===== config.mk =====
export PLATFORM = sky130hd
export DESIGN_NAME = uart_rx_param
export DESIGN_NICKNAME = d
export VERILOG_FILES = /design/src/rtl/uart_pkg.sv /design/src/rtl/uart_rx_sync.sv /design/src/rtl/uart_rx_param.sv
export SDC_FILE = /design/constraint.sdc
export NUM_CORES = 1
export LEC_CHECK = 0
export CORE_MARGIN = 2
export CORE_UTILIZATION = 30
export CTS_CLUSTER_DIAMETER = 40
export DETAILED_ROUTE_END_ITERATION = 10
export PLACE_DENSITY_LB_ADDON = 0.12
export SYNTH_ARGS = -nofsm -noshare
export SYNTH_HDL_FRONTEND = slang
export SYNTH_SLANG_ARGS = --single-unit

===== constraint.sdc =====
create_clock -name clk -period 4.26 [get_ports clk]
set_clock_uncertainty 0.2 [all_clocks]
set_input_delay 0.639 -clock clk [delete_from_list [all_inputs] [get_ports clk]]
set_output_delay 0.639 -clock clk [all_outputs]
set_load 0.005 [all_outputs]

===== src/rtl/uart_pkg.sv =====
// Shared UART receive types, parameter legality check and parity helper.
// Pure declarations: no latency, no flow control.
package uart_pkg;

   typedef enum logic [2:0] {
      IDLE,
      START,
      DATA,
      PARITY,
      STOP,
      DONE
   } uart_rx_state_t;

   function automatic bit uart_rx_params_ok(input int data_bits, input int oversample,
                                            input int parity_en, input int parity_odd,
                                            input int stop_bits);
      return (data_bits >= 5) && (data_bits <= 9) &&
             (oversample >= 8) && (oversample <= 32) && (oversample % 2 == 0) &&
             (parity_en inside {0, 1}) && (parity_odd inside {0, 1}) &&
             (stop_bits inside {1, 2});
   endfunction

   // High when the data word plus the received parity bit break the selected rule.
   // Unused upper data bits must be zero, which leaves the reduction unchanged.
   function automatic logic parity_bad(input logic [8:0] data, input logic par_bit,
                                       input logic odd);
      return ^data ^ par_bit ^ odd;
   endfunction

endpackage


===== src/rtl/uart_rx_sync.sv =====
// Two-flop synchroniser for an asynchronous idle-high line; 2 clk latency, no flow control.
// Both stages reset high so the line reads as idle straight out of reset.
module uart_rx_sync (
   input  logic clk,
   input  logic reset,
   input  logic d,
   output logic q
);

   logic meta;

   always_ff @(posedge clk or negedge reset) begin
      if (!reset) begin
         meta <= 1'b1;
         q    <= 1'b1;
      end else begin
         meta <= d;
         q    <= meta;
      end
   end

endmodule


===== src/rtl/uart_rx_param.sv =====
// Parametrised UART receiver; frame lands in dout (frame bits - 0.5) bit periods + 4 clk after the start edge.
// Never stalls: a frame finishing while dout is unread and not being taken is dropped with an overrun_err pulse.
module uart_rx_param
   import uart_pkg::*;
#(
   parameter int DATA_BITS  = 8,
   parameter int OVERSAMPLE = 16,
   parameter int PARITY_EN  = 0,
   parameter int PARITY_ODD = 0,
   parameter int STOP_BITS  = 1
) (
   input  logic                 clk,
   input  logic                 reset,
   input  logic                 rx,
   input  logic                 s_tick,
   output logic [DATA_BITS-1:0] dout,
   output logic                 rx_valid,
   input  logic                 rx_ready,
   output logic                 parity_err,
   output logic                 frame_err,
   output logic                 overrun_err,
   output logic                 smpl_tick
);

   if (!uart_rx_params_ok(DATA_BITS, OVERSAMPLE, PARITY_EN, PARITY_ODD, STOP_BITS)) begin : g_param_check
      $error("uart_rx_param: illegal parameter set");
   end

   localparam int SW = $clog2(OVERSAMPLE);
   localparam int BW = $clog2(DATA_BITS + 1);
   localparam logic [SW-1:0] MID_PT    = SW'(OVERSAMPLE / 2 - 1);
   localparam logic [SW-1:0] FULL_PT   = SW'(OVERSAMPLE - 1);
   localparam logic [BW-1:0] LAST_DATA = BW'(DATA_BITS - 1);
   localparam logic [BW-1:0] LAST_STOP = BW'(STOP_BITS - 1);
   localparam logic          ODD_SEL   = (PARITY_ODD != 0);

   uart_rx_state_t       state;
   logic                 rx_sync;
   logic [SW-1:0]        s_cnt;
   logic [BW-1:0]        b_cnt;
   logic [DATA_BITS-1:0] shreg;
   logic                 par_bad;
   logic                 stop_bad;
   logic                 mid_pt;
   logic                 full_pt;

   uart_rx_sync u_sync (
      .clk   (clk),
      .reset (reset),
      .d     (rx),
      .q     (rx_sync)
   );

   assign mid_pt  = s_tick && (s_cnt == MID_PT);
   assign full_pt = s_tick && (s_cnt == FULL_PT);

   always_ff @(posedge clk or negedge reset) begin
      if (!reset) begin
         state       <= IDLE;
         s_cnt       <= '0;
         b_cnt       <= '0;
         shreg       <= '0;
         par_bad     <= 1'b0;
         stop_bad    <= 1'b0;
         dout        <= '0;
         rx_valid    <= 1'b0;
         parity_err  <= 1'b0;
         frame_err   <= 1'b0;
         overrun_err <= 1'b0;
         smpl_tick   <= 1'b0;
      end else begin
         smpl_tick   <= 1'b0;
         overrun_err <= 1'b0;
         if (rx_valid && rx_ready) rx_valid <= 1'b0;

         case (state)
            IDLE: begin
               if (!rx_sync) begin
                  s_cnt <= '0;
                  state <= START;
               end
            end
            // Start bit is checked at mid-bit so later samples land mid-bit too.
            START: begin
               if (mid_pt) begin
                  smpl_tick <= 1'b1;
                  s_cnt     <= '0;
                  if (rx_sync) begin
                     state <= IDLE;
                  end else begin
                     shreg    <= '0;
                     b_cnt    <= '0;
                     par_bad  <= 1'b0;
                     stop_bad <= 1'b0;
                     state    <= DATA;
                  end
               end else if (s_tick) begin
                  s_cnt <= s_cnt + 1'b1;
               end
            end
            DATA: begin
               if (full_pt) begin
                  smpl_tick <= 1'b1;
                  s_cnt     <= '0;
                  shreg     <= {rx_sync, shreg[DATA_BITS-1:1]};
                  if (b_cnt == LAST_DATA) begin
                     b_cnt <= '0;
                     state <= (PARITY_EN != 0) ? PARITY : STOP;
                  end else begin
                     b_cnt <= b_cnt + 1'b1;
                  end
               end else if (s_tick) begin
                  s_cnt <= s_cnt + 1'b1;
               end
            end
            PARITY: begin
               if (full_pt) begin
                  smpl_tick <= 1'b1;
                  s_cnt     <= '0;
                  par_bad   <= parity_bad(9'(shreg), rx_sync, ODD_SEL);
                  state     <= STOP;
               end else if (s_tick) begin
                  s_cnt <= s_cnt + 1'b1;
               end
            end
            STOP: begin
               if (full_pt) begin
                  smpl_tick <= 1'b1;
                  s_cnt     <= '0;
                  if (!rx_sync) stop_bad <= 1'b1;
                  if (b_cnt == LAST_STOP) begin
                     b_cnt <= '0;
                     state <= DONE;
                  end else begin
                     b_cnt <= b_cnt + 1'b1;
                  end
               end else if (s_tick) begin
                  s_cnt <= s_cnt + 1'b1;
               end
            end
            // A frame may load in the same cycle the consumer takes the old one.
            DONE: begin
               state <= IDLE;
               if (!rx_valid || rx_ready) begin
                  dout       <= shreg;
                  parity_err <= par_bad;
                  frame_err  <= stop_bad;
                  rx_valid   <= 1'b1;
               end else begin
                  overrun_err <= 1'b1;
               end
            end
            default: state <= IDLE;
         endcase
      end
   end

endmodule

Fig. 1: placement by cell class
Fill, decap, tap and diode cells in gray.
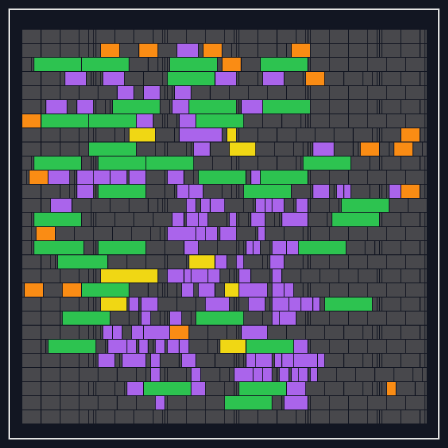
legend:
  clock drivers and dummy loads:
    color: yellow
    cells: 8
    share_of_their_area: 5.4%
  other buffers and delay cells:
    color: orange
    cells: 17
    share_of_their_area: 8.0%
  all other logic:
    color: purple
    cells: 117
    share_of_their_area: 43%
  flip-flops:
    color: green
    cells: 36
    share_of_their_area: 44%

Fig. 2: the metal 2 layer
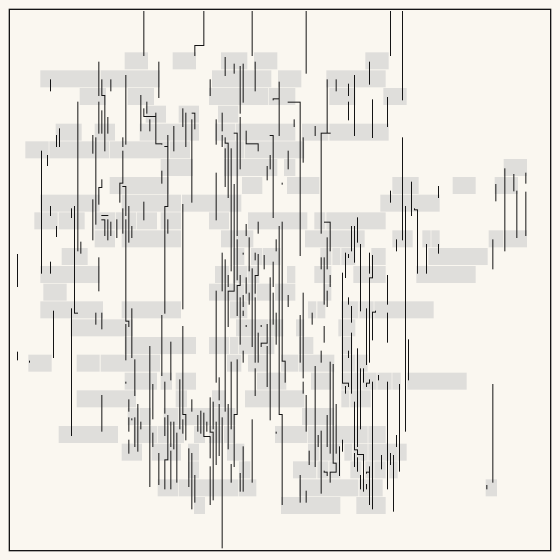
longest straight run: 34.3 um
wire length on this layer: 1680 um
nets with wire on the layer: 151
share of all routed wire: 46%
main direction: vertical

Fig. 3: the metal 3 layer
Bar = 20 um.
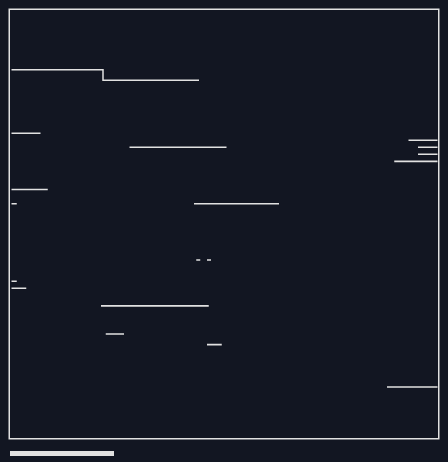
wire length on this layer: 145 um
nets with wire on the layer: 14
share of all routed wire: 4.0%
longest straight run: 20.5 um
main direction: horizontal

==> summary.txt <==
From the run reports.

- Wire segments on met2 add up to 1680 um in the final route.
- The share of synthesized area occupied by flip-flops and latches reads 0.488.
- Compared with the post-synthesis result, the final layout area differs by 16.3%.
- The most common cell in the synthesized netlist reads sky130_fd_sc_hd__dfrtp_1.
- The fraction of layout cells with a size suffix above 1 reads 0.191.
- The type of the setup path with the least slack is in -> reg.
- The count of input and output buffers reads 17.
- The number of iterations in the first detailed-routing pass is 4.
- The net count entering floorplan reads about 170.
- The end of the critical path reads shreg[2]$_DFFE_PN0P_.
- The count of instantiated cells in the yosys netlist reads between 150 and 200.
- After detailed routing, the number of remaining DRC violations is 0.
- The number of nets in the final layout is 185.
- The number of buffers created by CTS is 5.
- The total instance count after detailed placement is ~250.
- Summed over the clock group, the power is 301 uW.
- met1 track demand over resource after global routing is 0.168.
- The share of total power consumed by net switching reads 0.329.
- Counting flops with an async set or reset pin after synthesis yields a share of 1.00.
- The achievable frequency reads 0.398 GHz.
- The power report puts the net switching power at 321 uW.
- The top metal layer carrying routed signals is met4.
- The transition time recorded at the tightest slew-check pin is 805 ps.
- The post-route antenna net violation count reads 0.
- The commonest cells after synthesis are sky130_fd_sc_hd__dfrtp_1 (34), sky130_fd_sc_hd__mux2_2 (10), sky130_fd_sc_hd__a22o_1 (8), sky130_fd_sc_hd__o21ai_0 (8), sky130_fd_sc_hd__nor3_1 (7).
- The H-tree depth reads 2.
- The floorplan step records an initial core utilization of 0.311.
- The clock sink count reads 36.
- For met3 alone, demand over resource in global routing was 0.0370.
- The area figure in the yosys stat output is 0.00185 mm2.
- The largest fanout on the critical path reads 11.
- The maximum clock path buffer count is 2.
- The post-placement worst setup slack is 1460 ps.
- The clock latency on the worst-skew pair reads roughly 290 ps.
- The cell family contributing the most delay on the critical path is simple AND/OR/NAND/NOR gates.
- The chip width is 82.6 um.
- The number of antenna violations at the first check in global routing reads 0.
- In the finished design, the share of the clock period the worst path needs comes to 0.589.
- The flow ran to the end, and the final reports show no timing, DRC or antenna violations.
- The share of the synthesized area in the top cell type is 0.459.
- Excluding fillers, the count of instances in the completed layout stands at 253.
- The final HPWL from detailed placement is 2460 um.
- Dividing total power by cell area gives a power density of 453 mW/mm2.
- The final hold violation count recorded for this run is 0.
- The CTS tree reads yes.
- The signal on the critical path passes through clkdlybuf4s50_1 > nand3_1 > or3_1 > a22o_1.
- The global routing report lists combined usage of all routing layers as 0.127.
- The design draws just under 1 mW.
- The via total after detailed routing is 1279.
- The critical path in the final layout is reported with a setup slack of approximately 1700 ps.
- The global routing stage identified its most utilized layer as met2.
- The post-synthesis area per instance is 11.4 um2.
- Per the timing report, the most critical flop-to-flop path finishes at dout[0]$_DFFE_PN0P_.
- The hold buffer count at CTS is 0.
- The combinational logic power is approximately 220 uW.
- The routed length on met3 reads 144 um.
- Entering global routing, the biggest net connects 37 pins.
- The root buffer cell reads sky130_fd_sc_hd__clkbuf_8.
- The maximum VDD drop is 0.000184 V.
layout make-up:
| class | count | area, um2 |
|---|---|---|
| Tap cell | 75 | 93.8 |
| Clock inverter | 3 | 42.5 |
| Fill cell | 606 | 3800 |
| Inverter | 6 | 22.5 |
| Multi-Input combinational cell | 111 | 860 |
| Sequential cell | 36 | 903 |
| Timing Repair Buffer | 17 | 165 |
| Clock buffer | 5 | 68.8 |
cells by family after synthesis:
kind of cell	count (synthesis)	share of synthesized area
AND/OR/NAND/NOR	46	0.163
AND-OR/OR-AND	40	0.155
flip-flops	36	0.488
buffers and inverters	16	0.0486
XOR/XNOR	11	0.0594
multiplexers	11	0.0662
adder cells (fa/ha/maj)	3	0.0203
Power figures rest on the tool's default switching activity, not on a simulated workload.
